===== config.mk =====
export PLATFORM = sky130hd
export DESIGN_NAME = router_fsm
export DESIGN_NICKNAME = d
export VERILOG_FILES = /design/src/rtl/router_fsm.sv
export SDC_FILE = /design/constraint.sdc
export NUM_CORES = 1
export LEC_CHECK = 0
export ABC_AREA = 1
export CAP_MARGIN = 30
export CORE_MARGIN = 1.5
export CORE_UTILIZATION = 39
export CTS_CLUSTER_SIZE = 40
export DETAILED_ROUTE_END_ITERATION = 10
export PLACE_DENSITY_LB_ADDON = 0.08
export SETUP_SLACK_MARGIN = 0.4
export SYNTH_ARGS = -nofsm -noshare
export SYNTH_HDL_FRONTEND = slang
export SYNTH_SLANG_ARGS = --single-unit

===== constraint.sdc =====
create_clock -name clock -period 1 [get_ports clock]
set_clock_uncertainty 0.05 [all_clocks]
set_input_delay 0.2 -clock clock [delete_from_list [all_inputs] [get_ports clock]]
set_output_delay 0.2 -clock clock [all_outputs]
set_load 0.02 [all_outputs]

===== src/rtl/router_fsm.sv =====
// Packet-level controller of the 1x3 router: sequences header, payload, full-stall
// and parity phases, and produces the router_sync and datapath phase strobes.
module router_fsm (
    input  logic       clock,
    input  logic       reset,
    input  logic       pkt_valid,
    input  logic [1:0] data_in,
    input  logic       fifo_full,
    input  logic       fifo_empty_0,
    input  logic       fifo_empty_1,
    input  logic       fifo_empty_2,
    input  logic       soft_reset_0,
    input  logic       soft_reset_1,
    input  logic       soft_reset_2,
    input  logic       parity_done,
    input  logic       low_pkt_valid,
    output logic       detect_add,
    output logic       write_enb_reg,
    output logic       lfd_state,
    output logic       ld_state,
    output logic       laf_state,
    output logic       full_state,
    output logic       rst_int_reg,
    output logic       busy
);

    localparam logic [2:0] DECODE_ADDRESS     = 3'd0;
    localparam logic [2:0] LOAD_FIRST_DATA    = 3'd1;
    localparam logic [2:0] LOAD_DATA          = 3'd2;
    localparam logic [2:0] WAIT_TILL_EMPTY    = 3'd3;
    localparam logic [2:0] FIFO_FULL_STATE    = 3'd4;
    localparam logic [2:0] LOAD_AFTER_FULL    = 3'd5;
    localparam logic [2:0] LOAD_PARITY        = 3'd6;
    localparam logic [2:0] CHECK_PARITY_ERROR = 3'd7;

    logic [2:0] state_q;
    logic [2:0] state_d;
    logic [1:0] addr_q;
    logic [1:0] addr_d;
    logic       empty_sel_s;
    logic       soft_sel_s;
    logic       empty_hdr_s;
    logic       hdr_ok_s;
    logic [7:0] outs_q;

    // Output vector order: {detect_add, write_enb_reg, lfd, ld, laf, full, rst_int, busy}
    function automatic logic [7:0] decode_outputs(input logic [2:0] st);
        logic [7:0] v;
        v    = 8'b0000_0000;
        v[7] = (st == DECODE_ADDRESS);
        v[6] = (st == LOAD_DATA) || (st == LOAD_PARITY) || (st == LOAD_AFTER_FULL);
        v[5] = (st == LOAD_FIRST_DATA);
        v[4] = (st == LOAD_DATA);
        v[3] = (st == LOAD_AFTER_FULL);
        v[2] = (st == FIFO_FULL_STATE);
        v[1] = (st == CHECK_PARITY_ERROR);
        v[0] = (st != DECODE_ADDRESS) && (st != LOAD_DATA);
        return v;
    endfunction

    // Select the empty/soft-reset flags of the latched port and of the incoming header.
    always_comb begin
        empty_sel_s = 1'b0;
        soft_sel_s  = 1'b0;
        empty_hdr_s = 1'b0;
        case (addr_q)
            2'b00:   begin empty_sel_s = fifo_empty_0; soft_sel_s = soft_reset_0; end
            2'b01:   begin empty_sel_s = fifo_empty_1; soft_sel_s = soft_reset_1; end
            2'b10:   begin empty_sel_s = fifo_empty_2; soft_sel_s = soft_reset_2; end
            default: begin empty_sel_s = 1'b0;         soft_sel_s = 1'b0;         end
        endcase
        case (data_in)
            2'b00:   empty_hdr_s = fifo_empty_0;
            2'b01:   empty_hdr_s = fifo_empty_1;
            2'b10:   empty_hdr_s = fifo_empty_2;
            default: empty_hdr_s = 1'b0;
        endcase
    end

    assign hdr_ok_s = pkt_valid && (data_in != 2'b11);

    // Next-state and address-capture logic; a soft reset of the active port aborts the packet.
    always_comb begin
        state_d = state_q;
        addr_d  = addr_q;
        if ((state_q != DECODE_ADDRESS) && soft_sel_s) begin
            state_d = DECODE_ADDRESS;
        end else begin
            case (state_q)
                DECODE_ADDRESS: begin
                    if (hdr_ok_s) begin
                        addr_d  = data_in;
                        state_d = empty_hdr_s ? LOAD_FIRST_DATA : WAIT_TILL_EMPTY;
                    end else begin
                        state_d = DECODE_ADDRESS;
                    end
                end
                LOAD_FIRST_DATA: state_d = LOAD_DATA;
                LOAD_DATA: begin
                    if (fifo_full) begin
                        state_d = FIFO_FULL_STATE;
                    end else if (!pkt_valid) begin
                        state_d = LOAD_PARITY;
                    end else begin
                        state_d = LOAD_DATA;
                    end
                end
                FIFO_FULL_STATE: state_d = fifo_full ? FIFO_FULL_STATE : LOAD_AFTER_FULL;
                LOAD_AFTER_FULL: begin
                    if (parity_done) begin
                        state_d = DECODE_ADDRESS;
                    end else if (low_pkt_valid) begin
                        state_d = LOAD_PARITY;
                    end else begin
                        state_d = LOAD_DATA;
                    end
                end
                LOAD_PARITY:        state_d = CHECK_PARITY_ERROR;
                CHECK_PARITY_ERROR: state_d = fifo_full ? FIFO_FULL_STATE : DECODE_ADDRESS;
                WAIT_TILL_EMPTY:    state_d = empty_sel_s ? LOAD_FIRST_DATA : WAIT_TILL_EMPTY;
                default:            state_d = DECODE_ADDRESS;
            endcase
        end
    end

    // State, address and registered Moore outputs (decoded from the state being entered).
    always_ff @(posedge clock) begin
        if (reset) begin
            state_q <= DECODE_ADDRESS;
            addr_q  <= 2'b00;
            outs_q  <= decode_outputs(DECODE_ADDRESS);
        end else begin
            state_q <= state_d;
            addr_q  <= addr_d;
            outs_q  <= decode_outputs(state_d);
        end
    end

    assign detect_add    = outs_q[7];
    assign write_enb_reg = outs_q[6];
    assign lfd_state     = outs_q[5];
    assign ld_state      = outs_q[4];
    assign laf_state     = outs_q[3];
    assign full_state    = outs_q[2];
    assign rst_int_reg   = outs_q[1];
    assign busy          = outs_q[0];

endmodule


Run 1, routing congestion map:
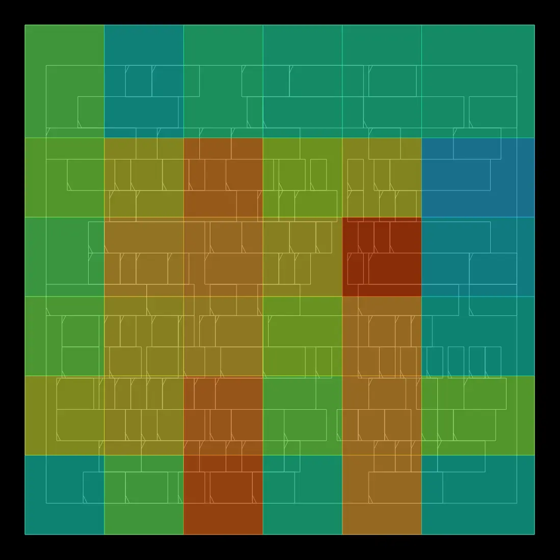
wire per inst: 11.4 um
M3 GR Usage: 0.0653
met1 GRT Util: 0.215
M2 GR Usage: 0.365

Run 1, supply network:
Pins as bars on the die edge. Tap cells in gray.
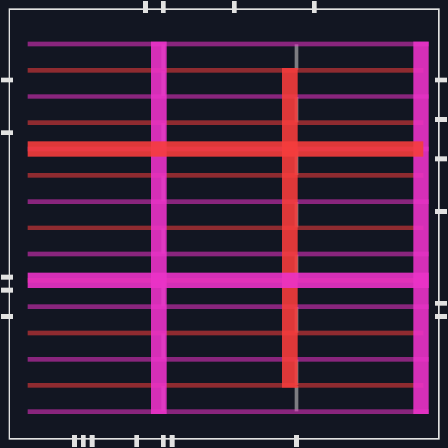
red -> VDD
magenta -> VSS
rows = 14
met4 straps = 3
signal pins = 22
met5 straps = 2
tap cells = 16

Run 1, sequential cells colored by netlist name:
Other cells in gray.
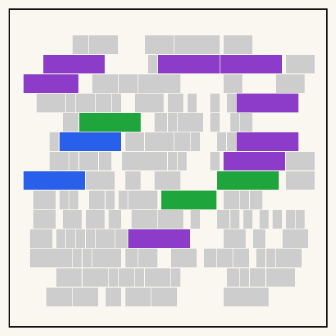
blue -> `addr_q`  # flops 2
purple -> `outs_q`  # flops 8
green -> `state_q`  # flops 3
post-layout util: 0.717
Seq group: 0.937 mW
register area: 304 um^2
Seq area share: 0.272

==> out/metrics.cfg, run 1 <==
[detailed_routing]
wl_met3_um=77
met2_length_um=883
first_pass_iters=6
detail-route-antenna-nets=0

[finish]
largest_register_ffs=8
comb_share=0.383
layout_top_cells=18 x nand2_1, 11 x dfxtp_4, 9 x inv_1, 9 x clkdlybuf4s50_1
logic_area_um2=428
diodes=0
fillers=116
lay_top_count=nand2_1

[clock_network]
cts.clk_slew.worst_paths_ps=80
postCtsHoldBufs=0
htreeDepth=1

[status]
violations=negative setup slack
status=complete, but fails checks

[final_timing]
timing.final.ws_setup_ps=-236
setup_viol=13
finalMaxSlewViolations=0
fin_crit_sh=1.24

[power]
pwr-share-seq=0.299
power.density_nw_per_um2=2810
p_sw_mw=1.41
intPower_mw=1.72

[floorplan]
pin_count=22
die_y_um=44.3

[worst_setup_path]
crit_start=fifo_empty_0
crit_fanout=5
endpoint=outs_q[2]
reg2reg_depth=8
r2r_end=outs_q[7]
cp_cell_sequence=clkdlybuf4s50_1, nand2_1, nor2_1, nor2_1, nand2_2, nand3_2, nand2_4, nand2_1, nor2_2
end_kind=flop
crit_required_ps=1160

[hold_path]
hp-start=pkt_valid
holdPathEnd=addr_q[0]

[global_route]
grt_usage=0.200
grt-ovfl-total=0

[synth]
yosysUniqueCellTypes=16
yosysCellCount=94

## run 1: synthesized netlist by cell type, drive strengths merged
cell type	count	area, um^2
nand2	25	111
inv	17	63.8
nand3	15	113
nor2	14	60.1
dfxtp	13	260
o21ai	5	28.8
nand4	2	12.5
nor3	2	10.0
a31oi	1	6.26
## run 1: timing repair
item	CTS	global route
buffers inserted	2	0
pin swaps	9	5
resized	67	11
endpoints found under the setup margin	21	21
## run 1: metrics by stage
stage	worst slack [ps]	std cells	utilization	area, um^2	TNS [ps]
final	-236	142	0.717	1120	-2160
after global routing	-347	142	0.717	1120	-3330
after CTS	-222	142	0.691	1080	-1980
after detailed placement	-552	136	0.636	991	-6990
after global placement	-514	136	0.636	991	-6820
after floorplan	-122	94	-	723	-766
==> inputs of run 2 (changes only) <==
ABC_AREA = default   (was 1)
CORE_UTILIZATION = 38   (was 39)
SLEW_MARGIN = 0   (was default)
Run 2, sequential cells colored by netlist name:
Other cells in gray.
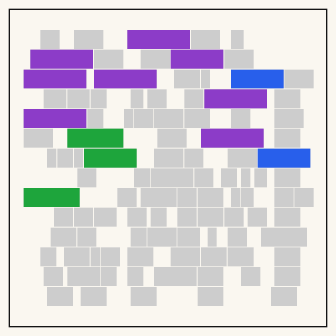
purple -> `outs_q`  # flops 8
blue -> `addr_q`  # flops 2
green -> `state_q`  # flops 3

==> run 2 against run 1 <==
Against the previous run: the run still ends with negative setup slack left; critical path type is now reg -> reg; non-clock buffer count grew 7; cell count shrank 17%; routed wire length shrank 13%; largest power group is now registers.
==> out/metrics.cfg, run 2 <==
[synth]
flop_cell=dfxtp_1
top_area_cell=dfxtp_1
area_leaders=dfxtp_1 42%, mux2i_1 8.0%, nor2_1 6.6%
top_cell_area_share=0.418  ; +0.0267
yosysCellCount=65  ; -31%
async_reset_ff_frac=0  ; unchanged

[final_timing]
timing.final.ws_setup_ps=-700  ; -463 ps
setup_viol=13  ; unchanged
fin_crit_sh=1.70  ; +0.463

[detailed_routing]
met2_length_um=718  ; -19%
first_pass_iters=4  ; -2
wl_per_cell_um=12.0  ; +5.1%
detail-route-antenna-nets=0  ; unchanged
wl_met3_um=70  ; -9.1%

[placement]
place_ws_ps=-957  ; -405 ps

[worst_setup_path]
crit_fanout=3  ; -2
cp_cell_sequence=or4b_4, a21oi_4, a21oi_4, or3_4, mux2i_1

[finish]
final_cells=118  ; -17%
flop_area_um2=289  ; -4.9%
diodes=0  ; unchanged
logic_area_um2=408  ; -4.7%
layout_top_cells=13 x clkdlybuf4s50_1, 13 x buf_4, 9 x buf_6

[status]
status=complete, but fails checks
violations=negative setup slack

[clock_network]
cts_setup_buffers=1  ; -1
cts_resized=55  ; -18%

[floorplan]
die_y_um=43.5  ; -1.9%

[power]
power.density_nw_per_um2=1090  ; -61%

Run 2, routing congestion map:
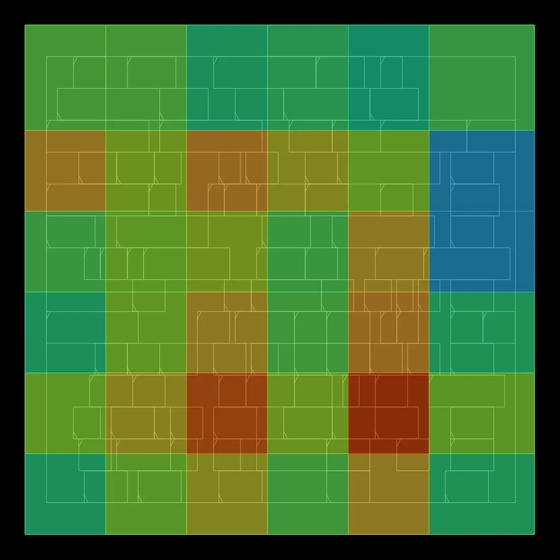
GRT busiest layer: met2
met1 GRT Util: 0.201
M3 GR Usage: 0.0750
post-layout util: 0.704

-- run 2: netlist changes by cell type after synthesis, moves of 5 or more --
cell,change
inv_1,-11
inv_2,-6
mux2i_1,+5
nand2_1,-19
nand3_1,-9
nand3_2,-5
-- run 2: report_power, final --
part           switching, mW  internal, mW  leakage, nW  total [mW]
clock                  0.167         0.148       0.0177       0.316
sequential            0.0155         0.531        0.112       0.547
combinational          0.131         0.181        0.337       0.313
total                  0.314         0.861        0.466        1.18
-- run 2: final timing paths --
check / from / to / cells after the start
max: state_q[0] / outs_q[6] / 5
min: reset / outs_q[3] / 3
max reg2reg: state_q[0] / outs_q[6] / 5
min reg2reg: addr_q[1] / addr_q[1] / 3
==> inputs of run 3 (changes only) <==
GPL_TIMING_DRIVEN = 1   (was default)
Run 3, sequential cells colored by netlist name:
Other cells in gray.
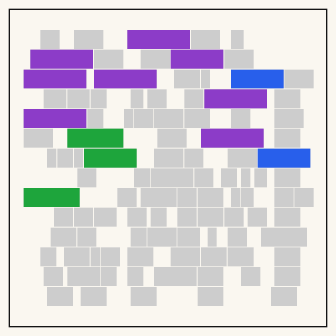
Seq group: 0.547 mW
Seq area share: 0.269
register area: 289 um^2

==> run 3 against run 2 <==
Against the previous run: the run still ends with negative setup slack left; combinational power is essentially flat; routed wire length stayed put; clock power barely moved; via count is the same; cell count unchanged; cell area unchanged; setup slack is the same; first-iteration DRC count did not move; critical endpoint unchanged.
==> out/metrics.cfg, run 3 <==
[synth]
yosysCellCount=65  ; unchanged
async_reset_ff_frac=0  ; unchanged
top_cell_area_share=0.418  ; unchanged
area_leaders=dfxtp_1 42%, mux2i_1 8.0%, nor2_1 6.6%
top_area_cell=dfxtp_1

[final_timing]
setup_viol=13  ; unchanged
fin_crit_sh=1.70  ; unchanged
timing.final.ws_setup_ps=-700  ; unchanged

[placement]
place_ws_ps=-957  ; unchanged

[hold_path]
hp-start=reset
holdPathEnd=outs_q[3]

[worst_setup_path]
timing.rr.start=state_q[0]
endpoint=outs_q[6]
r2r_end=outs_q[6]
crit_fanout=3  ; unchanged
crit_start=state_q[0]
reg2reg_depth=5  ; unchanged
cp_cell_sequence=or4b_4, a21oi_4, a21oi_4, or3_4, mux2i_1

[power]
clock_power_share=0.269  ; about the same
top_power_group=registers
clock_net_power_mw=0.316  ; about the same
switching_share=0.268  ; unchanged
intPower_mw=0.861  ; unchanged
p_sw_mw=0.314  ; unchanged
pwr-share-seq=0.465  ; about the same
comb_power_mw=0.313  ; about the same
pwr-share-comb=0.266  ; about the same

[status]
status=complete, but fails checks
violations=negative setup slack

[finish]
diodes=0  ; unchanged
fin_util=0.704  ; unchanged

[detailed_routing]
wl_met1_um=629
met2_length_um=718  ; unchanged
detail-route-antenna-nets=0  ; unchanged
wl_met3_um=70  ; unchanged
first_pass_iters=4  ; unchanged

[clock_network]
cts_setup_buffers=1  ; unchanged
cts_resized=55  ; unchanged

[floorplan]
die_y_um=43.5  ; unchanged

Run 3, routing congestion map:
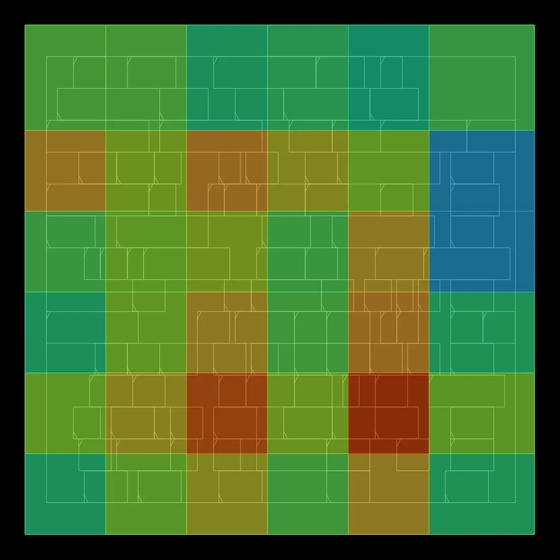
GRT Overall Usage: 0.168
M2 GR Usage: 0.281
wire per inst: 12.0 um

[run 3: critical path: cells and delay by family, from the launching register on]
kind / cells / cell delay [ps]
AND-OR/OR-AND: 2 / 200
flip-flops: 1 / 330
multiplexers: 1 / 120
AND/OR/NAND/NOR: 2 / 920
[run 3: cell type report]
| type | count | area, um^2 | share of cell area |
|---|---|---|---|
| repair buffers | 35 | 329 | 0.307 |
| multi-input cells | 50 | 408 | 0.380 |
| flip-flops and latches | 13 | 289 | 0.269 |
| clock inverters | 1 | 5.00 | 0.00466 |
| well taps | 16 | 20.0 | 0.0186 |
| clock buffers | 3 | 22.5 | 0.0210 |
[run 3: routing by layer]
metal / up-vias / track usage
met1: 272 / 0.201
met2: 15 / 0.281
met3: 0 / 0.0750
met5: - / 0
li1: 307 / -
met4: 0 / 0.0364
No activity file was given, so power comes from the tool's default toggle rates.
